## src/rtl/chan_pkt_hdr_insert.sv

```systemverilog
// -----------------------------------------------------------------------------
// chan_pkt_hdr_insert
//
// Frames each channelizer payload into a self-describing packet:
//   HDR0 = {channel index[15:0], per-channel sequence[15:0]}
//   HDR1 = {expected payload length[15:0], length-error count[15:0]}
//   then the payload samples.
// Keeps a per-channel sequence counter (table indexed by the low CHAN_BITS of
// tuser) and polices payload length: short payloads are closed early, long
// payloads are cut at the expected length and the excess is dropped.
//
// Ports:
//   clk, async_reset_n        single clock, asynchronous active-low reset
//   payload_length            expected beats per payload (0 treated as 1)
//   s_axis_*                  channelizer stream in (tuser = channel index)
//   m_axis_*                  framed stream out (thdr marks header beats)
//   err_cnt                   saturating count of length-errored packets
//   init_done                 sequence table has been cleared after reset
// -----------------------------------------------------------------------------
module chan_pkt_hdr_insert #(
  parameter int DATA_WIDTH = 32,
  parameter int USER_WIDTH = 16,
  parameter int CHAN_BITS  = 8,
  parameter int SEQ_WIDTH  = 16
) (
  input  logic                  clk,
  input  logic                  async_reset_n,
  input  logic [15:0]           payload_length,
  input  logic                  s_axis_tvalid,
  input  logic [DATA_WIDTH-1:0] s_axis_tdata,
  input  logic [USER_WIDTH-1:0] s_axis_tuser,
  input  logic                  s_axis_tlast,
  output logic                  s_axis_tready,
  output logic                  m_axis_tvalid,
  output logic [DATA_WIDTH-1:0] m_axis_tdata,
  output logic                  m_axis_thdr,
  output logic                  m_axis_tlast,
  input  logic                  m_axis_tready,
  output logic [15:0]           err_cnt,
  output logic                  init_done
);

  localparam int Depth = 2 ** CHAN_BITS;

  typedef enum logic [2:0] {
    S_INIT, S_IDLE, S_HDR0, S_HDR1, S_FIRST, S_BODY, S_DROP
  } state_e;

  state_e                state_q, state_d;
  logic [CHAN_BITS-1:0]  init_idx_q, init_idx_d;
  logic                  init_done_q, init_done_d;
  logic [DATA_WIDTH-1:0] hold_data_q, hold_data_d;
  logic [USER_WIDTH-1:0] hold_user_q, hold_user_d;
  logic                  hold_last_q, hold_last_d;
  logic [15:0]           plen_q, plen_d;
  logic [15:0]           cnt_q, cnt_d;
  logic [15:0]           err_q, err_d;
  logic [SEQ_WIDTH-1:0]  seq_q, seq_d;

  // Output stage
  logic                  out_valid_q, out_valid_d;
  logic [DATA_WIDTH-1:0] out_data_q, out_data_d;
  logic                  out_hdr_q, out_hdr_d;
  logic                  out_last_q, out_last_d;

  // Sequence table
  logic [SEQ_WIDTH-1:0]  seq_mem [Depth];
  logic                  mem_we;
  logic [CHAN_BITS-1:0]  mem_addr;
  logic [SEQ_WIDTH-1:0]  mem_wdata;

  logic                  out_free;   // output stage can take a new beat this cycle
  logic                  in_ready;
  logic                  in_fire;
  logic                  err_inc;
  logic [15:0]           cnt_next;

  assign out_free = !out_valid_q || m_axis_tready;
  assign in_fire  = s_axis_tvalid && in_ready;
  assign cnt_next = cnt_q + 16'd1;

  // IDLE waits for a fully empty output stage so the previous packet's
  // tlast beat has left before a new packet is captured.
  always_comb begin
    case (state_q)
      S_IDLE:  in_ready = !out_valid_q;
      S_BODY:  in_ready = out_free;
      S_DROP:  in_ready = 1'b1;
      default: in_ready = 1'b0;
    endcase
  end

  // NOTE: every signal driven here gets a default first, so no path through
  // the case statement can leave one unassigned and infer a latch.
  always_comb begin
    state_d     = state_q;
    init_idx_d  = init_idx_q;
    init_done_d = init_done_q;
    hold_data_d = hold_data_q;
    hold_user_d = hold_user_q;
    hold_last_d = hold_last_q;
    plen_d      = plen_q;
    cnt_d       = cnt_q;
    seq_d       = seq_q;
    out_valid_d = out_valid_q && !m_axis_tready;
    out_data_d  = out_data_q;
    out_hdr_d   = out_hdr_q;
    out_last_d  = out_last_q;
    mem_we      = 1'b0;
    mem_addr    = hold_user_q[CHAN_BITS-1:0];
    mem_wdata   = seq_q + SEQ_WIDTH'(1);
    err_inc     = 1'b0;

    case (state_q)
      S_INIT: begin
        mem_we     = 1'b1;
        mem_addr   = init_idx_q;
        mem_wdata  = '0;
        init_idx_d = init_idx_q + CHAN_BITS'(1);
        if (&init_idx_q) begin
          init_done_d = 1'b1;
          state_d     = S_IDLE;
        end
      end

      S_IDLE: begin
        if (in_fire) begin
          hold_data_d = s_axis_tdata;
          hold_user_d = s_axis_tuser;
          hold_last_d = s_axis_tlast;
          plen_d      = (payload_length == 16'd0) ? 16'd1 : payload_length;
          seq_d       = seq_mem[s_axis_tuser[CHAN_BITS-1:0]];
          state_d     = S_HDR0;
        end
      end

      S_HDR0: begin
        if (out_free) begin
          out_valid_d = 1'b1;
          out_data_d  = DATA_WIDTH'({16'(hold_user_q), 16'(seq_q)});
          out_hdr_d   = 1'b1;
          out_last_d  = 1'b0;
          mem_we      = 1'b1;   // table[chan] = seq + 1, wrapping
          state_d     = S_HDR1;
        end
      end

      S_HDR1: begin
        if (out_free) begin
          out_valid_d = 1'b1;
          out_data_d  = DATA_WIDTH'({plen_q, err_q});
          out_hdr_d   = 1'b1;
          out_last_d  = 1'b0;
          state_d     = S_FIRST;
        end
      end

      S_FIRST: begin
        if (out_free) begin
          out_valid_d = 1'b1;
          out_data_d  = hold_data_q;
          out_hdr_d   = 1'b0;
          out_last_d  = hold_last_q || (plen_q == 16'd1);
          cnt_d       = 16'd1;
          if (hold_last_q) begin
            err_inc = (plen_q != 16'd1);
            state_d = S_IDLE;
          end else if (plen_q == 16'd1) begin
            err_inc = 1'b1;
            state_d = S_DROP;
          end else begin
            state_d = S_BODY;
          end
        end
      end

      S_BODY: begin
        if (in_fire) begin
          cnt_d       = cnt_next;
          out_valid_d = 1'b1;
          out_data_d  = s_axis_tdata;
          out_hdr_d   = 1'b0;
          out_last_d  = s_axis_tlast || (cnt_next == plen_q);
          // The count never passes plen, so a mismatch on tlast means short.
          if (s_axis_tlast) begin
            err_inc = (cnt_next != plen_q);
            state_d = S_IDLE;
          end else if (cnt_next == plen_q) begin
            err_inc = 1'b1;
            state_d = S_DROP;
          end
        end
      end

      S_DROP: begin
        if (in_fire && s_axis_tlast) state_d = S_IDLE;
      end

      default: state_d = S_INIT;
    endcase
  end

  always_comb begin
    err_d = err_q;
    if (err_inc && (err_q != 16'hFFFF)) err_d = err_q + 16'd1;
  end

  // NOTE: state registers use non-blocking assignments so every flop samples
  // the pre-edge values regardless of process ordering.
  always_ff @(posedge clk or negedge async_reset_n) begin
    if (!async_reset_n) begin
      state_q     <= S_INIT;
      init_idx_q  <= '0;
      init_done_q <= 1'b0;
      hold_data_q <= '0;
      hold_user_q <= '0;
      hold_last_q <= 1'b0;
      plen_q      <= 16'd1;
      cnt_q       <= '0;
      err_q       <= '0;
      seq_q       <= '0;
      out_valid_q <= 1'b0;
      out_data_q  <= '0;
      out_hdr_q   <= 1'b0;
      out_last_q  <= 1'b0;
    end else begin
      state_q     <= state_d;
      init_idx_q  <= init_idx_d;
      init_done_q <= init_done_d;
      hold_data_q <= hold_data_d;
      hold_user_q <= hold_user_d;
      hold_last_q <= hold_last_d;
      plen_q      <= plen_d;
      cnt_q       <= cnt_d;
      err_q       <= err_d;
      seq_q       <= seq_d;
      out_valid_q <= out_valid_d;
      out_data_q  <= out_data_d;
      out_hdr_q   <= out_hdr_d;
      out_last_q  <= out_last_d;
    end
  end

  // NOTE: the table has no reset term; the INIT sweep clears it one entry per
  // cycle after every reset, which keeps it mappable onto RAM.
  always_ff @(posedge clk) begin
    if (mem_we) seq_mem[mem_addr] <= mem_wdata;
  end

  assign s_axis_tready = in_ready;
  assign m_axis_tvalid = out_valid_q;
  assign m_axis_tdata  = out_data_q;
  assign m_axis_thdr   = out_hdr_q;
  assign m_axis_tlast  = out_last_q;
  assign err_cnt       = err_q;
  assign init_done     = init_done_q;

endmodule
```

## config.mk

```make
export PLATFORM = sky130hd
export DESIGN_NAME = chan_pkt_hdr_insert
export DESIGN_NICKNAME = d
export VERILOG_FILES = /design/src/rtl/chan_pkt_hdr_insert.sv
export SDC_FILE = /design/constraint.sdc
export NUM_CORES = 2
export LEC_CHECK = 0
export ABC_CLOCK_PERIOD_IN_PS = 11200
export CAP_MARGIN = 5
export CORE_MARGIN = 8
export CORE_UTILIZATION = 40
export CTS_BUF_LIST = sky130_fd_sc_hd__clkbuf_4 sky130_fd_sc_hd__clkbuf_8
export DETAILED_ROUTE_END_ITERATION = 7
export PLACE_DENSITY = 0.56
export SLEW_MARGIN = 10
export SYNTH_ARGS = -nofsm -noshare
export SYNTH_HDL_FRONTEND = slang
export SYNTH_SLANG_ARGS = --single-unit
export TNS_END_PERCENT = 100
```

## constraint.sdc

```tcl
create_clock -name clk -period 11.2 [get_ports clk]
set_clock_uncertainty 0.05 [all_clocks]
set_input_delay 1.68 -clock clk [delete_from_list [all_inputs] [get_ports clk]]
set_output_delay 1.68 -clock clk [all_outputs]
set_load 0.1 [all_outputs]
```

==> images/floorplan.png <==
Bar = 200 µm. Pins as bars on the die edge. Tap cells in gray.
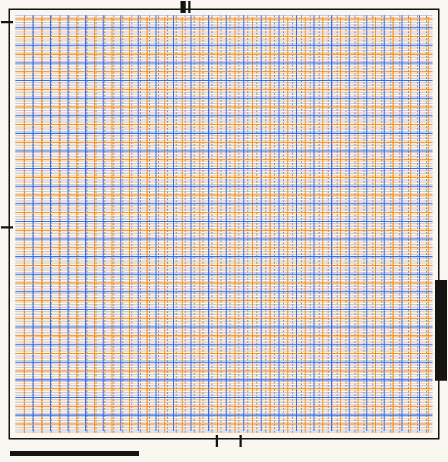
- blue: VDD
- orange: VSS
- tap cells: 5,497
- met5 straps: 47
vertical die dimension: 661.1 µm
Floorplan Core Area: 415,400 µm²
die width: 661.1 µm

==> images/m4.png <==
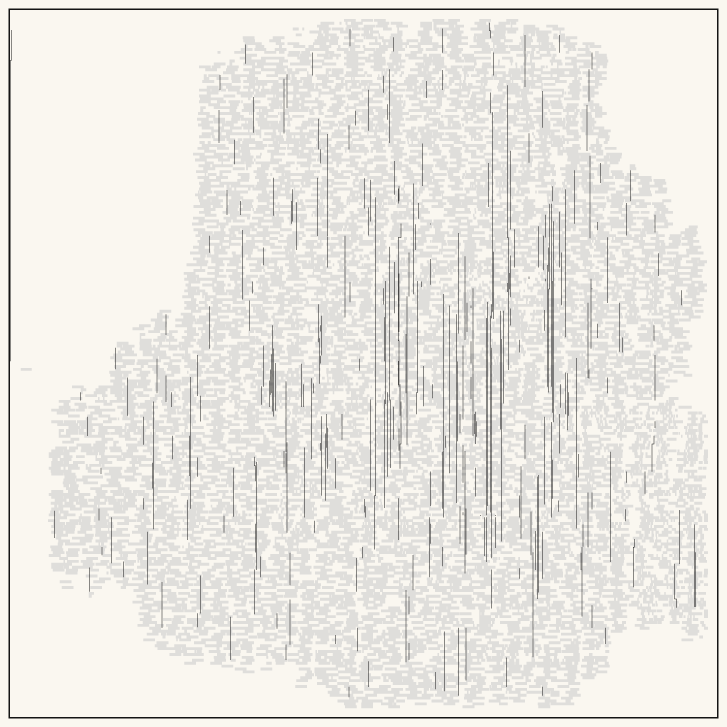
- main direction: vertical
- nets with wire on the layer: 180
- share of all routed wire: 2.9%
- wire length on this layer: 14,100 µm

==> results.txt <==
Synthesis and place-and-route results.

- Per the layout report, the design carries 930 clock buffers.
- The met2 global-route usage is between 30% and 40%.
- The post-route standard cell area excluding fillers is approximately 190,000 µm².
- The number of register bits inferred by synthesis is about 4,300.
- On the critical path the data arrives at ~4.0 ns.
- The total clock buffers created by CTS is around 700.
- The leakage power figure is about 64 nW.
- The report lists the number of cells resized after CTS as 0.
- The fraction of power spent switching nets is between 20% and 30%.
- The power group with the largest share is sequential cells.
- The flow ran to the end, and the final reports show no timing, DRC or antenna violations.
- The chip area from the yosys synthesis statistics is about 170,000 µm².
- On the critical path, the stage with the largest delay is an instance of clkdlybuf4s50_1.
- Per the layout report, the design carries approximately 550 non-clock buffers.
- The number of standard cells after synthesis is slightly above 8,000.
- Leaving out filler cells and counting taps, the final layout contains 14,910.
- Setup repair after global routing left no endpoint under its margin.
- The number of H-tree levels is 6.
- The floorplan die area is 437,100 µm².
- The count of nets left with antenna violations after detail routing is 0.
- The global-route wire length before repair is a little under 700,000 µm.
- The worst reg2reg path endpoint is seq_q[8].
- The average vias per placed instance is between 5 and 6.
- The ratio of cells with drive above 1 in the final layout is between 20 and 30%.
- The met3 layer wire length in the routed design is roughly 43,000 µm.
- The fraction of area in registers is 67.25%.
- Relative to the synthesized area, the layout overhead comes to 13.44%.
- The worst hold path cell count is 2.
- The number of DRC markers after the initial detailed-route iteration is 10,700.
- STA classifies the critical path endpoint as an output pin.
- The post-placement worst setup slack is roughly 4.7 ns.
- The clock group power is around 13 mW.
- The number of clock sinks came to roughly 4,300.
- Looking at the area split, the leading class of cells is registers.
- Measured against the total synthesized area, the mux share comes to approximately 15%.
- The pin count of the biggest net entering global routing is approximately 220.
- The number of logic stages on the critical path including buffering is 4.
- Checking max transition, the worst relative margin is under 10%.
- After synthesis, the most frequently instantiated cells are edfxtp_1 (4,096), mux4_2 (892), nor2_1 (397).
- After floorplanning, the core was divided into between 200 and 250 placement rows.
- The highest metal layer with signal wires is met5.
- The leading area contributor after synthesis is edfxtp_1.
- The cell-mix breakdown from Yosys lists the XOR/XNOR area share as 0.2894%.
- The distinct cell type count after synthesis is 77.
- The final-layout fill cell count is 35,070.
- The portion of the post-synthesis area used by sequential elements is between 70% and 80%.
- In this run the mean area of a mapped cell was between 20 and 25 µm².
- The most frequent cell after synthesis is edfxtp_1.
- The required arrival time at the worst endpoint is 9.47 ns.
==> images/closeup.png <==
Region (483, 153) to (508, 178) µm. Cells in gray, sequential cells in the stronger gray; small squares are vias.
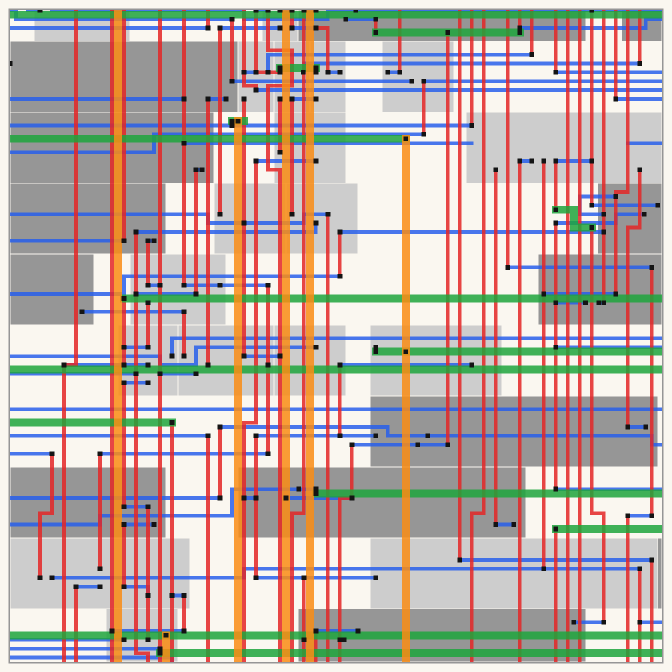
- green: M3
- blue: M1
- orange: M4
- red: M2
- sequential cells in the window: 7
- most frequent: edfxtp_1 (7), buf_4 (5), nor2_1 (3)
- cells with their middle in the window: 23
- netlist names of flops here include: seq_mem (7)

==> images/congestion_map.png <==
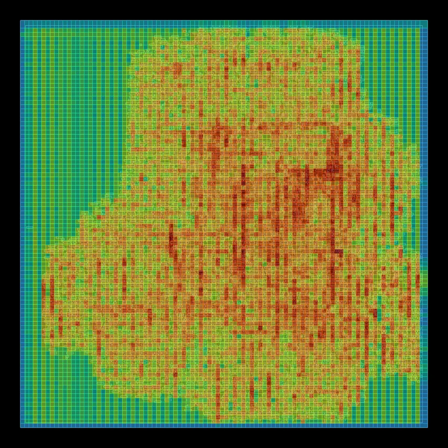
total global routing track utilization: 21.58%
Final Core Density: 45.46%
most heavily used metal layer in global routing: met2
global-route met3 utilization: 4.727%

No activity file was given, so power comes from the tool's default toggle rates.
